### src/rtl/mem_wb.sv
// mem_wb: MEM -> WB pipeline register.
// Formats load data (big-endian byte/halfword lanes, sign/zero extension),
// registers the register-file write port, honours stall/flush, and counts
// committed register writes.
module mem_wb (
  input  logic        clk,
  input  logic        rst,
  input  logic        mem_we,
  input  logic [4:0]  mem_waddr,
  input  logic [31:0] mem_wdata,
  input  logic [2:0]  mem_ld_type,
  input  logic [1:0]  mem_addr_lo,
  input  logic [31:0] mem_rdata,
  input  logic [5:0]  stall,
  input  logic        flush,
  output logic        wb_we,
  output logic [4:0]  wb_waddr,
  output logic [31:0] wb_wdata,
  output logic [31:0] wb_cnt
);

  localparam logic [2:0] LD_LB  = 3'd1;
  localparam logic [2:0] LD_LBU = 3'd2;
  localparam logic [2:0] LD_LH  = 3'd3;
  localparam logic [2:0] LD_LHU = 3'd4;
  localparam logic [2:0] LD_LW  = 3'd5;

  // Select the addressed lane of a big-endian word and extend it to 32 bits.
  // Non-load codes pass the ALU/move result through unchanged.
  function automatic logic [31:0] fmt_load(
    input logic [2:0]  ld_type,
    input logic [1:0]  addr_lo,
    input logic [31:0] rdata,
    input logic [31:0] wdata
  );
    logic [7:0]  byte_v;
    logic [15:0] half_v;
    logic [31:0] res_v;
    case (addr_lo)
      2'd0:    byte_v = rdata[31:24];
      2'd1:    byte_v = rdata[23:16];
      2'd2:    byte_v = rdata[15:8];
      2'd3:    byte_v = rdata[7:0];
      default: byte_v = 8'd0;
    endcase
    // Halfword lane is chosen by addr_lo[1] alone; addr_lo[0] is ignored.
    if (addr_lo[1]) begin
      half_v = rdata[15:0];
    end else begin
      half_v = rdata[31:16];
    end
    case (ld_type)
      LD_LB:   res_v = {{24{byte_v[7]}}, byte_v};
      LD_LBU:  res_v = {24'd0, byte_v};
      LD_LH:   res_v = {{16{half_v[15]}}, half_v};
      LD_LHU:  res_v = {16'd0, half_v};
      LD_LW:   res_v = rdata;
      default: res_v = wdata;
    endcase
    return res_v;
  endfunction

  logic        cap_valid_s;
  logic [31:0] fmt_data_s;
  logic        nxt_we_s;
  logic [4:0]  nxt_waddr_s;
  logic [31:0] nxt_wdata_s;

  // Next write-port value: flush beats stall; a write to r0 or a non-write
  // becomes a full bubble so r0 never appears with we high.
  always_comb begin
    nxt_we_s    = wb_we;
    nxt_waddr_s = wb_waddr;
    nxt_wdata_s = wb_wdata;
    fmt_data_s  = fmt_load(mem_ld_type, mem_addr_lo, mem_rdata, mem_wdata);
    cap_valid_s = mem_we && (mem_waddr != 5'd0);
    if (flush) begin
      nxt_we_s    = 1'b0;
      nxt_waddr_s = 5'd0;
      nxt_wdata_s = 32'd0;
    end else if (stall[4] && !stall[5]) begin
      nxt_we_s    = 1'b0;
      nxt_waddr_s = 5'd0;
      nxt_wdata_s = 32'd0;
    end else if (stall[4]) begin
      nxt_we_s    = wb_we;
      nxt_waddr_s = wb_waddr;
      nxt_wdata_s = wb_wdata;
    end else if (cap_valid_s) begin
      nxt_we_s    = 1'b1;
      nxt_waddr_s = mem_waddr;
      nxt_wdata_s = fmt_data_s;
    end else begin
      nxt_we_s    = 1'b0;
      nxt_waddr_s = 5'd0;
      nxt_wdata_s = 32'd0;
    end
  end

  // Write-port register and committed-write counter (counts every cycle the
  // registered we is high, including held cycles; wraps naturally).
  always_ff @(posedge clk) begin
    if (rst) begin
      wb_we    <= 1'b0;
      wb_waddr <= 5'd0;
      wb_wdata <= 32'd0;
      wb_cnt   <= 32'd0;
    end else begin
      wb_we    <= nxt_we_s;
      wb_waddr <= nxt_waddr_s;
      wb_wdata <= nxt_wdata_s;
      if (wb_we) begin
        wb_cnt <= wb_cnt + 32'd1;
      end else begin
        wb_cnt <= wb_cnt;
      end
    end
  end

endmodule

### config.mk
export PLATFORM = sky130hd
export DESIGN_NAME = mem_wb
export DESIGN_NICKNAME = d
export VERILOG_FILES = /design/src/rtl/mem_wb.sv
export SDC_FILE = /design/constraint.sdc
export NUM_CORES = 1
export LEC_CHECK = 0
export CAP_MARGIN = 15
export CORE_UTILIZATION = 40
export CTS_BUF_LIST = sky130_fd_sc_hd__clkbuf_4 sky130_fd_sc_hd__clkbuf_8
export DETAILED_ROUTE_END_ITERATION = 16
export PLACE_DENSITY = 0.84
export SYNTH_ARGS = -nofsm -noshare
export SYNTH_HDL_FRONTEND = slang
export SYNTH_SLANG_ARGS = --single-unit
### constraint.sdc
create_clock -name clk -period 2.05 [get_ports clk]
set_input_delay 0.41 -clock clk [delete_from_list [all_inputs] [get_ports clk]]
set_output_delay 0.41 -clock clk [all_outputs]
set_load 0.02 [all_outputs]
==> results_dict.tcl <==
# collected from the flow reports
set metrics [dict create \
    die_w_um 102 \
    antenna_found_initial 0 \
    dp_hpwl_um 10500 \
    critPathRequiredTime_ns 2.33 \
    hold_class "flop to flop" \
    ff_type "dfxtp_1" \
    grt_use_total_pct 26.6 \
    combPwrFrac_pct 18.3 \
    die-area_mm2 0.0105 \
    drive_above_1_share_pct 16.5 \
    first_global_vias 4577 \
    hold_viol_final 0 \
    timing.rr.end "wb_cnt[31]" \
    setup_ws_ns 0.0504 \
    setup_viol 0 \
    switching_share_pct 24.8 \
    synthToLayoutAreaGrowth_pct 58.6 \
    fin_crit_ns 2.00 \
    fin_nets 777 \
    syn_area_per_cell_um2 7.90 \
    top_cell "dfxtp_1" \
    drt_first_pass_iters 4 \
    diodes 0 \
    setup_tns_ns 0 \
    gp_congestion 0.930 \
    grt_use_met3_pct 4.65 \
    cts_tree "done" \
    ys_async_sr_fraction_pct 0 \
    status "finished clean" \
    yosys_register_bits 70 \
    topCellsByArea "dfxtp_1 35%, o21ai_0 7.3%, nand2_1 6.1%" \
    syn-cell-area_mm2 0.00403 \
    final_cells 830 \
    fmax_ghz 0.500 \
    rows 36 \
    cts_buffers 9 \
    power_leakage_nw 2.24 \
    ys_cells 510 \
    vias_per_cell 5.78 \
    cts_max_level 3 \
    top_area_share_pct 34.8 \
    gr-usage-met1_pct 30.5 \
    grt_overflow_total 0 \
    period_used_pct 97.5 \
]
==> per-layer routing <==
metal	vias up	share of wire, %
met4	0	2.9
li1	2283	-
met2	212	51
met3	30	7.2
met1	2270	39
met5	-	0
==> power by group through the flow <==
| stage | Sequential (mW) | Combinational [mW] | Clock [mW] |
|---|---|---|---|
| 6_report | 1.38 | 0.646 | 1.51 |
| 5_1_grt | 1.39 | 0.690 | 1.59 |
| 4_1_cts | 1.39 | 0.641 | 1.53 |
| 3_5_place_dp | 1.42 | 0.639 | 0 |
| 3_3_place_gp | 1.42 | 0.629 | 0 |
| 2_1_floorplan | 1.44 | 0.259 | 0 |
==> worst min path at each step <==
stage | slack (ns) | from | endpoint
6_report | 0.45 | wb_wdata[21] | wb_wdata[21]
5_1_grt | 0.49 | wb_waddr[4] | wb_waddr[4]
4_1_cts | 0.46 | wb_wdata[21] | wb_wdata[21]
3_5_place_dp | 0.44 | wb_wdata[8] | wb_wdata[8]
3_3_place_gp | 0.44 | wb_wdata[8] | wb_wdata[8]
2_1_floorplan | 0.53 | wb_wdata[19] | wb_wdata[19]
==> through the flow <==
step	instance area [um^2]	hold WS, ns	utilization, %	power, mW
floorplan	4040	0.528	-	1.70
global placement	6050	0.439	61.9	2.05
detailed placement	6050	0.444	61.9	2.06
CTS	6320	0.458	64.7	3.55
global route	6390	0.489	65.4	3.67
finish	6390	0.453	65.4	3.54
==> sequential cells by signal (all words and copies together) (netlist names) <==
name and count:
wb_waddr 5, wb_we 1, wb_cnt 32, wb_wdata 32
==> layout by cell type (no fill, tap or decap), types with 8 or more instances in the layout <==
cell type          n
a211oi_1          17
a21oi_1           37
a22oi_1           12
buf_4             61
clkbuf_8           9
clkdlybuf4s50_1  149
dfxtp_1           64
inv_1             10
mux2i_1           12
nand2_1           66
nand3_1           15
nand4_1            8
nor2_1            17
nor4_1            11
o21ai_0           59
o22ai_1            8
o31ai_1           14
or3_1              8
or3b_2             8
or4_1             15
==> repair_timing <==
item	CTS	global route
resized	2	8
setup endpoints to repair	10	13
pin swaps	0	2
setup buffers	0	3
cloned	0	1
==> area by class of cell <==
cell class | count | area (um^2)
fillers | 820 | 3380
multi-input cells | 385 | 2430
repair buffers | 216 | 2070
flip-flops and latches | 70 | 1410
well taps | 133 | 166
clock inverters | 7 | 146
clock buffers | 9 | 124
inverters | 10 | 37.5
==> worst max-delay path, cell delays in order (launching register included) <==
cell,delay [ns]
dfxtp_4,0.38
nand4_1,0.11
or4_4,0.58
buf_12,0.16
or4_1,0.53
a21oi_2,0.16
==> cells by family (layout without fill, tap and decap cells) <==
logic type | count (synthesis) | in the layout | synth area share, %
compound gates | 181 | 181 | 27.7
simple gates | 172 | 172 | 22.5
flops | 70 | 70 | 34.8
buf+inv | 55 | 242 | 5.31
mux | 19 | 19 | 6.89
xor+xnor | 12 | 12 | 2.61
fa+ha+maj | 1 | 1 | 0.310
### M1 wires

Cells faint in the background.
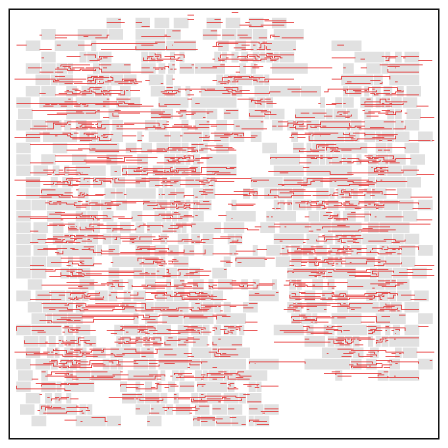
662 nets have wire on it. The longest straight run is 37.3 um. The layer holds 39% of the routed length. The layer carries 5400 um of wire.

### Signal wires on met2

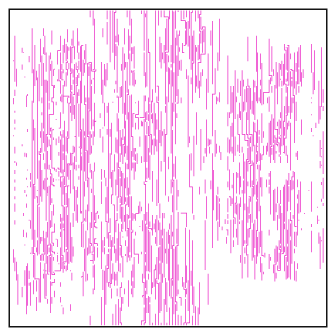
The layer holds 51% of the routed length. 681 nets have wire on it. The longest straight run is 44.9 um. The wires run mostly vertical.
final WL: 13800 um
met2 GRT Util: 47.4%
vias: 4795

Power is estimated from default activity; no workload was simulated.
